--- config.mk ---
export PLATFORM = sky130hd
export DESIGN_NAME = conv3x3_window_gen
export DESIGN_NICKNAME = d
export VERILOG_FILES = /design/src/rtl/conv_pkg.sv /design/src/rtl/line_buffer.sv /design/src/rtl/conv3x3_window_gen.sv
export SDC_FILE = /design/constraint.sdc
export NUM_CORES = 1
export LEC_CHECK = 0
export CORE_UTILIZATION = 55
export DETAILED_ROUTE_END_ITERATION = 6
export HOLD_SLACK_MARGIN = 0.03
export MAX_ROUTING_LAYER = met4
export PLACE_DENSITY = 0.73
export SYNTH_ARGS = -nofsm -noshare
export SYNTH_HDL_FRONTEND = slang
export SYNTH_SLANG_ARGS = --single-unit
--- constraint.sdc ---
create_clock -name clk -period 7.8 [get_ports clk]
set_clock_uncertainty 0.05 [all_clocks]
set_input_delay 1.56 -clock clk [delete_from_list [all_inputs] [get_ports clk]]
set_output_delay 1.56 -clock clk [all_outputs]
set_load 0.01 [all_outputs]
--- src/rtl/conv_pkg.sv ---
// Shared types and constants for the 3x3 convolution front end.
// Window taps are indexed row-major, top-left = 0 through bottom-right = 8.
package conv_pkg;

  localparam int unsigned PIXEL_W = 16;

  typedef logic signed [PIXEL_W-1:0] pixel_t;

  localparam int unsigned W_TOP_L = 0;
  localparam int unsigned W_TOP_M = 1;
  localparam int unsigned W_TOP_R = 2;
  localparam int unsigned W_MID_L = 3;
  localparam int unsigned W_MID_M = 4;
  localparam int unsigned W_MID_R = 5;
  localparam int unsigned W_BOT_L = 6;
  localparam int unsigned W_BOT_M = 7;
  localparam int unsigned W_BOT_R = 8;

  // Bits needed to count 0..n-1, never less than one bit.
  function automatic int unsigned clog2_min1(input int unsigned n);
    int unsigned r;
    r = 0;
    for (int unsigned i = 0; i < 32; i++) begin
      if ((64'd1 << i) < 64'(n)) r = i + 1;
    end
    return (r == 0) ? 1 : r;
  endfunction

endpackage

--- src/rtl/line_buffer.sv ---
// One-row delay line: dout is the sample written DEPTH accepted writes ago.
// Read-before-write at a circular pointer; only the pointer is reset.
module line_buffer
  import conv_pkg::*;
#(
  parameter int unsigned DEPTH = 32,
  parameter int unsigned WIDTH = 16
) (
  input  logic             clk,
  input  logic             rst,
  input  logic             we,
  input  logic [WIDTH-1:0] din,
  output logic [WIDTH-1:0] dout
);

  localparam int unsigned PW = clog2_min1(DEPTH);

  logic [WIDTH-1:0] mem_q [DEPTH];
  logic [PW-1:0]    ptr_q, ptr_d;

  always_comb begin
    ptr_d = ptr_q;
    if (we) ptr_d = (ptr_q == PW'(DEPTH - 1)) ? '0 : ptr_q + 1'b1;
  end

  always_ff @(posedge clk or posedge rst) begin
    if (rst) ptr_q <= '0;
    else     ptr_q <= ptr_d;
  end

  always_ff @(posedge clk) begin
    if (we) mem_q[ptr_q] <= din;
  end

  assign dout = mem_q[ptr_q];

endmodule

--- src/rtl/conv3x3_window_gen.sv ---
// Streaming 3x3 sliding-window generator ("valid" convolution, no padding).
// Two cascaded row delays feed a 3x3 shift array; raster counters gate validity.
module conv3x3_window_gen
  import conv_pkg::*;
#(
  parameter int unsigned DATA_WIDTH = 16,
  parameter int unsigned IMG_WIDTH  = 32,
  parameter int unsigned IMG_HEIGHT = 32
) (
  input  logic                         clk,
  input  logic                         arst_in,
  input  logic                         clear_in,
  input  logic                         pix_valid,
  input  logic signed [DATA_WIDTH-1:0] pix_in,
  output logic signed [DATA_WIDTH-1:0] w0,
  output logic signed [DATA_WIDTH-1:0] w1,
  output logic signed [DATA_WIDTH-1:0] w2,
  output logic signed [DATA_WIDTH-1:0] w3,
  output logic signed [DATA_WIDTH-1:0] w4,
  output logic signed [DATA_WIDTH-1:0] w5,
  output logic signed [DATA_WIDTH-1:0] w6,
  output logic signed [DATA_WIDTH-1:0] w7,
  output logic signed [DATA_WIDTH-1:0] w8,
  output logic                         window_valid,
  output logic                         frame_done
);

  localparam int unsigned CW = clog2_min1(IMG_WIDTH);
  localparam int unsigned RW = clog2_min1(IMG_HEIGHT);

  logic [CW-1:0] col_q, col_d;
  logic [RW-1:0] row_q, row_d;
  logic          valid_q, valid_d;
  logic          done_q, done_d;
  logic signed [DATA_WIDTH-1:0] win_q [9];
  logic signed [DATA_WIDTH-1:0] win_d [9];

  logic                  accept;
  logic [DATA_WIDTH-1:0] lb0_out, lb1_out;

  // A pixel offered together with clear is dropped, so it must not enter the line buffers.
  assign accept = pix_valid & ~clear_in;

  line_buffer #(.DEPTH(IMG_WIDTH), .WIDTH(DATA_WIDTH)) u_lb0 (
    .clk  (clk),
    .rst  (arst_in),
    .we   (accept),
    .din  (pix_in),
    .dout (lb0_out)
  );

  line_buffer #(.DEPTH(IMG_WIDTH), .WIDTH(DATA_WIDTH)) u_lb1 (
    .clk  (clk),
    .rst  (arst_in),
    .we   (accept),
    .din  (lb0_out),
    .dout (lb1_out)
  );

  always_comb begin
    col_d   = col_q;
    row_d   = row_q;
    valid_d = 1'b0;
    done_d  = 1'b0;
    win_d   = win_q;
    if (clear_in) begin
      col_d = '0;
      row_d = '0;
    end else if (pix_valid) begin
      win_d[W_TOP_L] = win_q[W_TOP_M];
      win_d[W_TOP_M] = win_q[W_TOP_R];
      win_d[W_TOP_R] = $signed(lb1_out);
      win_d[W_MID_L] = win_q[W_MID_M];
      win_d[W_MID_M] = win_q[W_MID_R];
      win_d[W_MID_R] = $signed(lb0_out);
      win_d[W_BOT_L] = win_q[W_BOT_M];
      win_d[W_BOT_M] = win_q[W_BOT_R];
      win_d[W_BOT_R] = pix_in;
      valid_d = (row_q >= RW'(2)) && (col_q >= CW'(2));
      done_d  = (row_q == RW'(IMG_HEIGHT - 1)) && (col_q == CW'(IMG_WIDTH - 1));
      if (col_q == CW'(IMG_WIDTH - 1)) begin
        col_d = '0;
        row_d = (row_q == RW'(IMG_HEIGHT - 1)) ? '0 : row_q + 1'b1;
      end else begin
        col_d = col_q + 1'b1;
      end
    end
  end

  always_ff @(posedge clk or posedge arst_in) begin
    if (arst_in) begin
      col_q   <= '0;
      row_q   <= '0;
      valid_q <= 1'b0;
      done_q  <= 1'b0;
      for (int unsigned i = 0; i < 9; i++) win_q[i] <= '0;
    end else begin
      col_q   <= col_d;
      row_q   <= row_d;
      valid_q <= valid_d;
      done_q  <= done_d;
      win_q   <= win_d;
    end
  end

  assign w0           = win_q[W_TOP_L];
  assign w1           = win_q[W_TOP_M];
  assign w2           = win_q[W_TOP_R];
  assign w3           = win_q[W_MID_L];
  assign w4           = win_q[W_MID_M];
  assign w5           = win_q[W_MID_R];
  assign w6           = win_q[W_BOT_L];
  assign w7           = win_q[W_BOT_M];
  assign w8           = win_q[W_BOT_R];
  assign window_valid = valid_q;
  assign frame_done   = done_q;

endmodule

==> GITHUB_STEP_SUMMARY, run 1 <==
## PnR job results

| Metric | Value |
|---|---|
| Area leader share | `67.1%` |
| Vias in the first global route | `approximately 25,000` |
| P_seq | `between 8 and 9 mW` |
| CP Launch Point | `pix_valid` |
| Area share of and/or/nand/nor cells after synthesis | `6.27%` |
| Syn Nets | `~2,800` |
| Area delta synth->final | `14.3%` |
| Switching Power | `5.53 mW` |
| Dpl cell area | `0.0489 mm^2` |
| CTS resizes | `0` |
| Yosys top cell by area | `edfxtp_1` |
| Core Density at Floorplan | `55.7%` |
| 1st-pass router iterations | `6` |
| Synthesized registers | `1,190` |
| Top power group | `sequential cells` |
| # IOs | `around 170` |
| Fill count | `5,648` |
| Status | `finished clean` |
| WS Path Type | `input port to flip-flop` |
| Total grt overflow | `0` |
## run 1: cells by family (layout without fill, tap and decap cells)
family          Yosys count  after routing
simple gates            643            643
compound gates          286            286
fa+ha+maj                16             16
buf+inv                 159            479
flops                  1190           1190
mux                     447            447
## run 1: worst max-delay path, stage by stage
cell             delay (ps)
clkdlybuf4s50_1         760
nor2b_4                 870
nand2_1                 470
nor2_1                 1100
## run 1: metal layers
layer | up-vias | global-route usage, % | wire, um
met5 | - | - | 0
met4 | 0 | 11.4 | 4960
met3 | 229 | 5.09 | 9260
met2 | 1220 | 42.2 | 53400
met1 | 12797 | 35.2 | 43200
li1 | 11062 | - | -
## run 1: worst min-delay path by stage
stage | from | endpoint | slack (ps) | cells past startpoint
global placement | w0[12] | w0[12] | 410 | 2
finish | w6[14] | w6[14] | 430 | 2
detailed placement | w0[7] | w0[7] | 410 | 2
global route | w6[15] | w6[15] | 450 | 2
floorplan | w0[0] | w0[0] | 460 | 2
CTS | w6[14] | w6[14] | 430 | 2
## run 1: placed cells by master, fill, tap and decap left out, types with 5 or more instances in the layout
cell type        instances
edfxtp_1              1024
nand2_1                381
mux2i_1                380
o22ai_1                164
clkdlybuf4s50_1        164
dfrtp_1                163
clkbuf_16              110
nor2_1                 109
buf_4                   94
mux4_2                  67
nor4_1                  33
clkbuf_1                30
o21ai_0                 26
clkinv_1                25
a31oi_1                 24
a21oi_1                 24
clkinv_2                19
a22oi_1                 16
ha_1                    16
nand3_1                 15
nor3_1                  13
or4_1                   11
nand4bb_1               10
nor2_2                   9
a22o_1                   9
o32a_1                   9
or4b_1                   8
clkbuf_8                 8
and3_1                   7
nor2b_1                  7
nand4b_1                 7
a2111oi_0                6
inv_1                    6
nand3b_1                 5
and2_0                   5
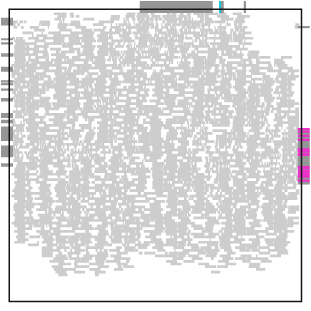
**Above:** run 1 (ports around the boundary).
(1 px per um) Pins as bars across the die edge, other pins in gray.
legend:
  pix_valid:
    color: cyan
    pins: 1
    direction: input
    edge: top
  w2:
    color: magenta
    pins: 16
    direction: output
    edge: right
all pins by edge: 82 top, 42 right, 42 left
Die Y: 291 um
Die Wd: 291 um
Port Buffers: 165

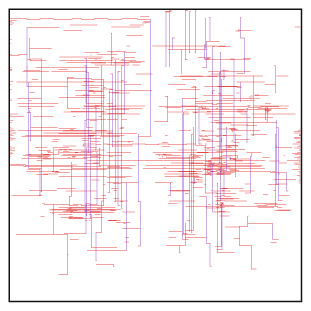
**Above:** run 1 (metal layers overlaid).
(1 px per um) Only two layers are drawn.
legend:
  M4:
    color: purple
    wire_length: 4,960 um
  M3:
    color: red
    wire_length: 9,260 um

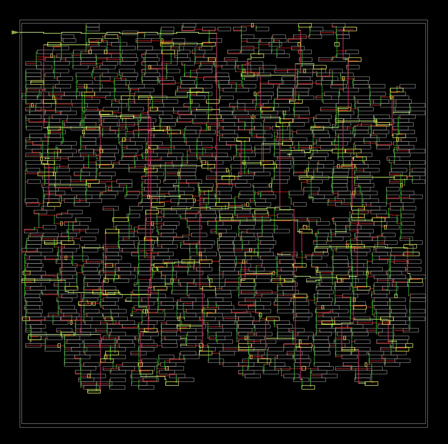
**Above:** run 1 (clock routing).
clock group power: 5.09 mW
# clock sinks: 1,190
Num CTS Buffers: 110
FF+latch count: 1,190

==> run 2: changes to the inputs <==
==> constraint.sdc (replaced) <==
create_clock -name clk -period 4.35 [get_ports clk]
set_clock_uncertainty 0.05 [all_clocks]
set_input_delay 0.87 -clock clk [delete_from_list [all_inputs] [get_ports clk]]
set_output_delay 0.87 -clock clk [all_outputs]
set_load 0.01 [all_outputs]
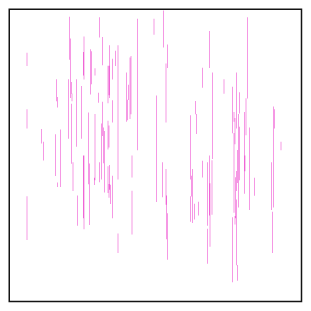
**Above:** run 2 (metal 4).
(1 px per um)
main direction: vertical
share of all routed wire: 3.9%
nets with wire on the layer: 79

==> run 2 against run 1 <==
Net effect:
- clock power grew 100%
- critical path depth grew 1
- register-to-register slack lost 2500 ps
- sequential cell count is the same
==> GITHUB_STEP_SUMMARY, run 2 <==
## PnR job results

| Metric | Value |
|---|---|
| Top Layout Cells | `1,024 x edfxtp_1, 384 x nand2_1, 380 x mux2i_1 (was 1,024 x edfxtp_1, 381 x nand2_1, 380 x mux2i_1)` |
| M1 GR Usage | `38.8% (was 35.2%)` |
| Area share of and/or/nand/nor cells after synthesis | `6.27% (unchanged)` |
| WS Path Type | `flip-flop to flip-flop (was input port to flip-flop)` |
| Total grt overflow | `0 (unchanged)` |
| Worst Hold Launch | `w0[6] (was w6[14])` |
| Met3 Resource Use GR | `3.95% (was 5.09%)` |
| Status | `finished clean (unchanged)` |
| FF+latch count | `1,190 (unchanged)` |
| Dpl cell area | `0.0493 mm^2 (was 0.0489 mm^2)` |
| Die Wd | `291 um (unchanged)` |
| Fill count | `5,532 (was 5,648)` |
| CTS resizes | `0 (unchanged)` |
| Syn Nets | `2,777 (unchanged)` |
| Met2 wire len | `56,100 um (was 53,400 um)` |
| Core Density at Floorplan | `55.7% (unchanged)` |
| # IOs | `166 (unchanged)` |
| Vias in the first global route | `25,397 (was 25,082)` |
| Hold Path Stages | `2 (unchanged)` |
| Hold Crit Endpoint | `w0[6] (was w6[14])` |
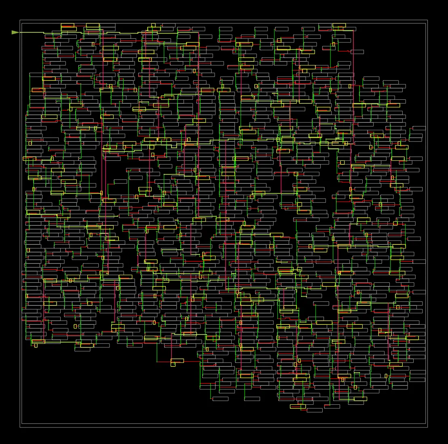
**Above:** run 2 (clock routing).
clk_lat worst skew: 690 ps
clock group power: 10.2 mW
Num CTS Buffers: 116
clock buf count: 128

==> run 2: through the flow <==
stage | cells | util [%]
global placement | 3966 | 59.9
detailed placement | 3966 | 59.9
finish | 4184 | 64.7
global route | 4184 | 64.7
floorplan | 2741 | -
CTS | 4184 | 64.7
==> run 2: where the power goes <==
part           total [mW]  switching (mW)  leakage [nW]  internal [mW]
Clock                10.2            4.25          1.92           5.97
Sequential           15.6           0.945          11.3           14.6
Combinational        7.71            5.21          5.85           2.50
Total                33.5            10.4          19.0           23.1
==> run 2: cell families (layout without fill, tap and decap cells) <==
| logic type | Yosys count | after routing |
|---|---|---|
| AOI/OAI and AO/OA | 286 | 286 |
| adders and majority gates | 16 | 16 |
| buffers and inverters | 159 | 532 |
| DFF | 1190 | 1190 |
| muxes | 447 | 447 |
| and+or+nand+nor | 643 | 643 |
==> run 2: worst max path at each step <==
| stage | startpoint | endpoint | slack (ps) | cells past startpoint |
|---|---|---|---|---|
| 6_report | u_lb0.ptr_q[3] | u_lb1.mem_q[22][6] | 780 | 5 |
| 5_1_grt | u_lb0.ptr_q[3] | u_lb1.mem_q[3][9] | 680 | 5 |
| 4_1_cts | u_lb0.ptr_q[3] | u_lb1.mem_q[22][12] | 960 | 5 |
| 3_5_place_dp | pix_valid | u_lb1.mem_q[27][1] | 470 | 5 |
| 3_3_place_gp | pix_valid | u_lb1.mem_q[27][1] | 600 | 5 |
| 2_1_floorplan | arst_in | col_q[0] | 1320 | 1 |
==> run 2: worst max-delay path, cell delays in order, from the launching register on <==
cell	delay, ps
dfrtp_1	820
nand4bb_1	760
o22ai_1	280
nor4_1	780
nand2_1	180
buf_4	340
No activity file was given, so power comes from the tool's default toggle rates.
